===== src/rtl/mem_arb_pkg.sv =====
// Shared encodings for the memory-port arbiter: FSM states and owner ids.
// Core-side requesters and benches import these to decode arbiter behaviour.
package mem_arb_pkg;

    typedef enum logic [1:0] {
        ST_IDLE  = 2'd0,
        ST_ISSUE = 2'd1,
        ST_WAIT  = 2'd2,
        ST_RESP  = 2'd3
    } arb_state_t;

    localparam logic OWN_IFU = 1'b0;
    localparam logic OWN_LSU = 1'b1;

endpackage


===== src/rtl/mem_port_arbiter.sv =====
// Shares the controller's single CPU port between IFU fetches and LSU loads/stores.
// One transaction in flight: IDLE -> ISSUE -> WAIT -> RESP, done pulse to the owner only.
module mem_port_arbiter
    import mem_arb_pkg::*;
#(
    parameter bit          ROUND_ROBIN = 1'b1,
    parameter logic [2:0]  IFU_BYTES   = 3'b010,
    parameter int unsigned TIMEOUT     = 1024
) (
    input  logic        clk,
    input  logic        rst,
    input  logic        i_ifu_req,
    input  logic [63:0] i_ifu_addr,
    output logic        o_ifu_done,
    output logic [63:0] o_ifu_rdata,
    input  logic        i_lsu_req,
    input  logic        i_lsu_we,
    input  logic [63:0] i_lsu_addr,
    input  logic [2:0]  i_lsu_bytes,
    input  logic [63:0] i_lsu_wdata,
    output logic        o_lsu_done,
    output logic [63:0] o_lsu_rdata,
    output logic        o_mem_r_ena,
    output logic        o_mem_w_ena,
    output logic [63:0] o_mem_addr,
    output logic [2:0]  o_mem_bytes,
    output logic [63:0] o_mem_wdata,
    input  logic        i_mem_ready,
    input  logic [63:0] i_mem_rdata,
    output logic        o_timeout_err
);

    arb_state_t  r_state;
    logic        r_owner;
    logic        r_last_gnt;
    logic        r_mem_r_ena;
    logic        r_mem_w_ena;
    logic [63:0] r_mem_addr;
    logic [2:0]  r_mem_bytes;
    logic [63:0] r_mem_wdata;
    logic        r_ifu_done;
    logic        r_lsu_done;
    logic [63:0] r_ifu_rdata;
    logic [63:0] r_lsu_rdata;
    logic [15:0] r_wd_cnt;
    logic        r_timeout_err;

    logic        w_any_req;
    logic        w_gnt_lsu;
    logic [31:0] w_wd_next;

    // On a tie the round-robin pick goes to whoever was not granted last.
    always_comb begin
        w_any_req = i_ifu_req | i_lsu_req;
        if (i_ifu_req && i_lsu_req)
            w_gnt_lsu = ROUND_ROBIN ? (r_last_gnt == OWN_IFU) : 1'b1;
        else
            w_gnt_lsu = i_lsu_req;
    end

    assign w_wd_next = 32'(r_wd_cnt) + 32'd1;

    always_ff @(posedge clk or negedge rst) begin
        if (!rst) begin
            r_state       <= ST_IDLE;
            r_owner       <= OWN_IFU;
            r_last_gnt    <= OWN_IFU;
            r_mem_r_ena   <= 1'b0;
            r_mem_w_ena   <= 1'b0;
            r_mem_addr    <= '0;
            r_mem_bytes   <= '0;
            r_mem_wdata   <= '0;
            r_ifu_done    <= 1'b0;
            r_lsu_done    <= 1'b0;
            r_ifu_rdata   <= '0;
            r_lsu_rdata   <= '0;
            r_wd_cnt      <= '0;
            r_timeout_err <= 1'b0;
        end else begin
            r_mem_r_ena <= 1'b0;
            r_mem_w_ena <= 1'b0;
            r_ifu_done  <= 1'b0;
            r_lsu_done  <= 1'b0;
            case (r_state)
                ST_IDLE: begin
                    if (w_any_req) begin
                        r_owner    <= w_gnt_lsu;
                        r_last_gnt <= w_gnt_lsu;
                        if (w_gnt_lsu) begin
                            r_mem_addr  <= i_lsu_addr;
                            r_mem_bytes <= i_lsu_bytes;
                            r_mem_wdata <= i_lsu_wdata;
                            r_mem_r_ena <= ~i_lsu_we;
                            r_mem_w_ena <= i_lsu_we;
                        end else begin
                            r_mem_addr  <= i_ifu_addr;
                            r_mem_bytes <= IFU_BYTES;
                            r_mem_wdata <= '0;
                            r_mem_r_ena <= 1'b1;
                        end
                        r_state <= ST_ISSUE;
                    end
                end
                ST_ISSUE: begin
                    r_wd_cnt <= '0;
                    r_state  <= ST_WAIT;
                end
                ST_WAIT: begin
                    if (r_wd_cnt != 16'hFFFF)
                        r_wd_cnt <= r_wd_cnt + 16'd1;
                    // Flag only; the transaction still waits for the controller.
                    if (TIMEOUT != 0 && w_wd_next >= TIMEOUT)
                        r_timeout_err <= 1'b1;
                    if (i_mem_ready) begin
                        if (r_owner == OWN_LSU) begin
                            r_lsu_rdata <= i_mem_rdata;
                            r_lsu_done  <= 1'b1;
                        end else begin
                            r_ifu_rdata <= i_mem_rdata;
                            r_ifu_done  <= 1'b1;
                        end
                        r_state <= ST_RESP;
                    end
                end
                ST_RESP: r_state <= ST_IDLE;
                default: r_state <= ST_IDLE;
            endcase
        end
    end

    assign o_ifu_done    = r_ifu_done;
    assign o_ifu_rdata   = r_ifu_rdata;
    assign o_lsu_done    = r_lsu_done;
    assign o_lsu_rdata   = r_lsu_rdata;
    assign o_mem_r_ena   = r_mem_r_ena;
    assign o_mem_w_ena   = r_mem_w_ena;
    assign o_mem_addr    = r_mem_addr;
    assign o_mem_bytes   = r_mem_bytes;
    assign o_mem_wdata   = r_mem_wdata;
    assign o_timeout_err = r_timeout_err;

endmodule


===== config.mk =====
export PLATFORM = sky130hd
export DESIGN_NAME = mem_port_arbiter
export DESIGN_NICKNAME = d
export VERILOG_FILES = /design/src/rtl/mem_arb_pkg.sv /design/src/rtl/mem_port_arbiter.sv
export SDC_FILE = /design/constraint.sdc
export NUM_CORES = 1
export LEC_CHECK = 0
export CAP_MARGIN = 40
export CORE_AREA = 2 2 207 209
export DETAILED_ROUTE_END_ITERATION = 6
export DIE_AREA = 0 0 209 211
export GPL_TIMING_DRIVEN = 1
export PLACE_DENSITY = 0.6
export SETUP_SLACK_MARGIN = 0.3
export SLEW_MARGIN = 20
export SYNTH_ARGS = -nofsm -noshare
export SYNTH_HDL_FRONTEND = slang
export SYNTH_SLANG_ARGS = --single-unit

===== constraint.sdc =====
create_clock -name clk -period 2.4 [get_ports clk]
set_input_delay 0.48 -clock clk [delete_from_list [all_inputs] [get_ports clk]]
set_output_delay 0.48 -clock clk [all_outputs]
set_load 0.03 [all_outputs]

==> impl_metrics.yaml <==
# generated from flow reports
worst_setup_path:
  worst_r2r_path_depth: 7
  cp_max_fo: 2
  reg2reg_from: "r_wd_cnt[1]$_DFFE_PN0P_"
  critPathLaunchType: "register"
  critPathTopFamily: "buffers and inverters"
  crit_slowest_cell: "clkdlybuf4s50_1"
  crit_arrival_ps: 1580
  critPathLaunch: "o_mem_addr[2]$_DFFE_PN0P_"
  worstReg2RegEnd: "r_wd_cnt[11]$_DFFE_PN0P_"
  crit_path_max_incr_delay_ps: 690
  path_depth: 1
  critPathCapture: "o_mem_addr[2]"
finish:
  logic_gate_count: 619
  drive_above_1_share_pct: 11.3
  clockNetworkAreaShare_pct: 6.40
  finish.utilization_pct: 44.8
  comb-cell-share_pct: 21.2
  final_cell_area_sq_mm: 0.0187
  seq_area_share_pct: 37.9
  final_layout_top_logic_cell: "clkdlybuf4s50_1"
  seq_cells: 283
  layout_top_cells: "clkdlybuf4s50_1, dfrtp_1, nand2_1"
  layout.nets: 1778
  combGateArea_sq_mm: 0.00395
synthesis:
  edf_count: 0
  simple_gate_area_share_pct: 11.2
  yosys-stat-cells: 970
  ys_seq_elements: 283
  postSynthCellCount: 970
  top_area_cell: "dfrtp_1"
  yosysUniqueCellTypes: 42
  syn-num-nets: 1239
  ys.warnings.count: 0
  synth-async-reset-ratio_pct: 100
  synth_chip_area_sq_mm: 0.0112
  topCellsByArea: "dfrtp_1, nand2_1, mux2_2"
  ys_sh_mux_pct: 12.4
  logic_family: "multiplexers"
grt:
  grt_pass1_wl_um: 58200
  gr-usage-met3_pct: 4.94
  grt_most_used_layer: "met2"
  gr-usage-met1_pct: 20.3
power_and_ir_drop:
  power.share.combinational_pct: 48.0
  pwr-share-clk_pct: 21.1
  p_sw_mw: 10.5
  vdd_ir_drop_max_mv: 0.766
  p_total_mw: 25.5
detailed_routing:
  wl_met2_um: 19800
  drc_errors: 0
  antenna_left: 0
  drt-met1-wl_um: 15200
  drt_iter0_markers: 475
die:
  io_pins: 529
  nWellTaps: 539
  chip_area_sq_mm: 0.0441
sta:
  final_hold_viol_count: 0
  setup_viol: 0
  post-route-min-period_ps: 2060
  rsz0062_at_grt: "no"
  holdWs_ps: 466
  setup_ws_ps: 340
  fmax_mhz: 485
  fin_crit_sh_pct: 85.8
min_path:
  hp-class: "register to register"
clock_tree:
  clk_pin_slew_worst_paths_ps: 60
  cts_root_buffer: "clkbuf_16"
  postCtsSetupBuffers: 3
  cts_buffers: 35
  cts_htree_levels: 2
placed_design:
  dpl.hpwl_um: 28400
  port_buffers: 528
  place_ws_ps: 226
status:
  outcome: "finished, final reports clean"
-- worst min-delay path by stage --
stage,cells past startpoint,slack [ps],startpoint,endpoint
after CTS,3,450,i_mem_rdata[32],o_ifu_rdata[32]$_DFFE_PN0P_
after global routing,3,470,i_mem_rdata[32],o_ifu_rdata[32]$_DFFE_PN0P_
final,2,470,o_ifu_rdata[0]$_DFFE_PN0P_,o_ifu_rdata[0]$_DFFE_PN0P_
after floorplan,0,180,rst,o_ifu_done$_DFF_PN0_
after detailed placement,1,460,rst,o_mem_addr[9]$_DFFE_PN0P_
after global placement,1,460,rst,o_mem_addr[63]$_DFFE_PN0P_
Fig. 1: clock wires, drivers and flops
Scale: 2 px per um.
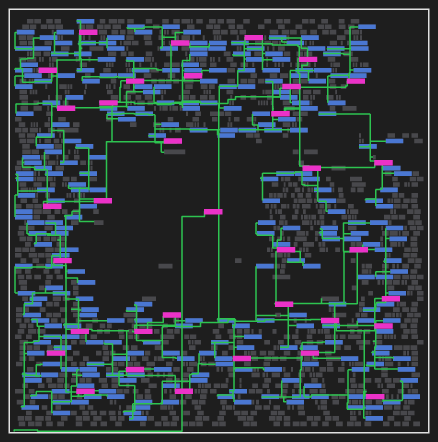
Key: flip-flops = blue [count 283]; clock drivers = magenta [count 35]; clock wires = green [length 4180 um]
Position of the flops: all over the die. There are 36 routed clock nets.
Final Skew: 23.1 ps
Late-Pin Clk Latency: 540 ps
clock group total power: 5.37 mW

Fig. 2: nets reached from selected ports
Scale: 2 px per um.
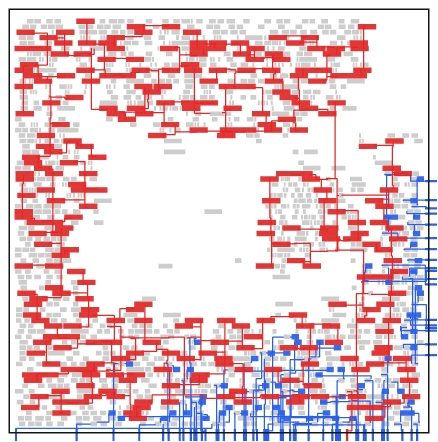
Key: i_ifu_addr = blue [direction input, edge 46 bottom, 18 right, end cells 64, wire 2030 um]; rst = red [direction input, edge bottom, end cells 283, wire 2670 um]

Fig. 3: routed metal per tile
Scale: 2 px per um. The die is cut into 21 by 21 equal tiles; white is low, dark blue is high, scaled to the fullest tile. Values are wire area over tile area, all layers added.
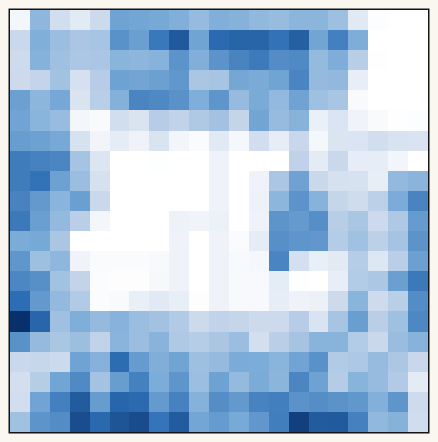
13% of the tiles are nearly empty. The fullest tile reaches 0.41. The densest ninth of the die: lower left.
WL per Instance: 18.5 um
vias: 9278
global router's overall resource usage: 17.1%
final wirelength: 38500 um

Power is estimated from default activity; no workload was simulated.
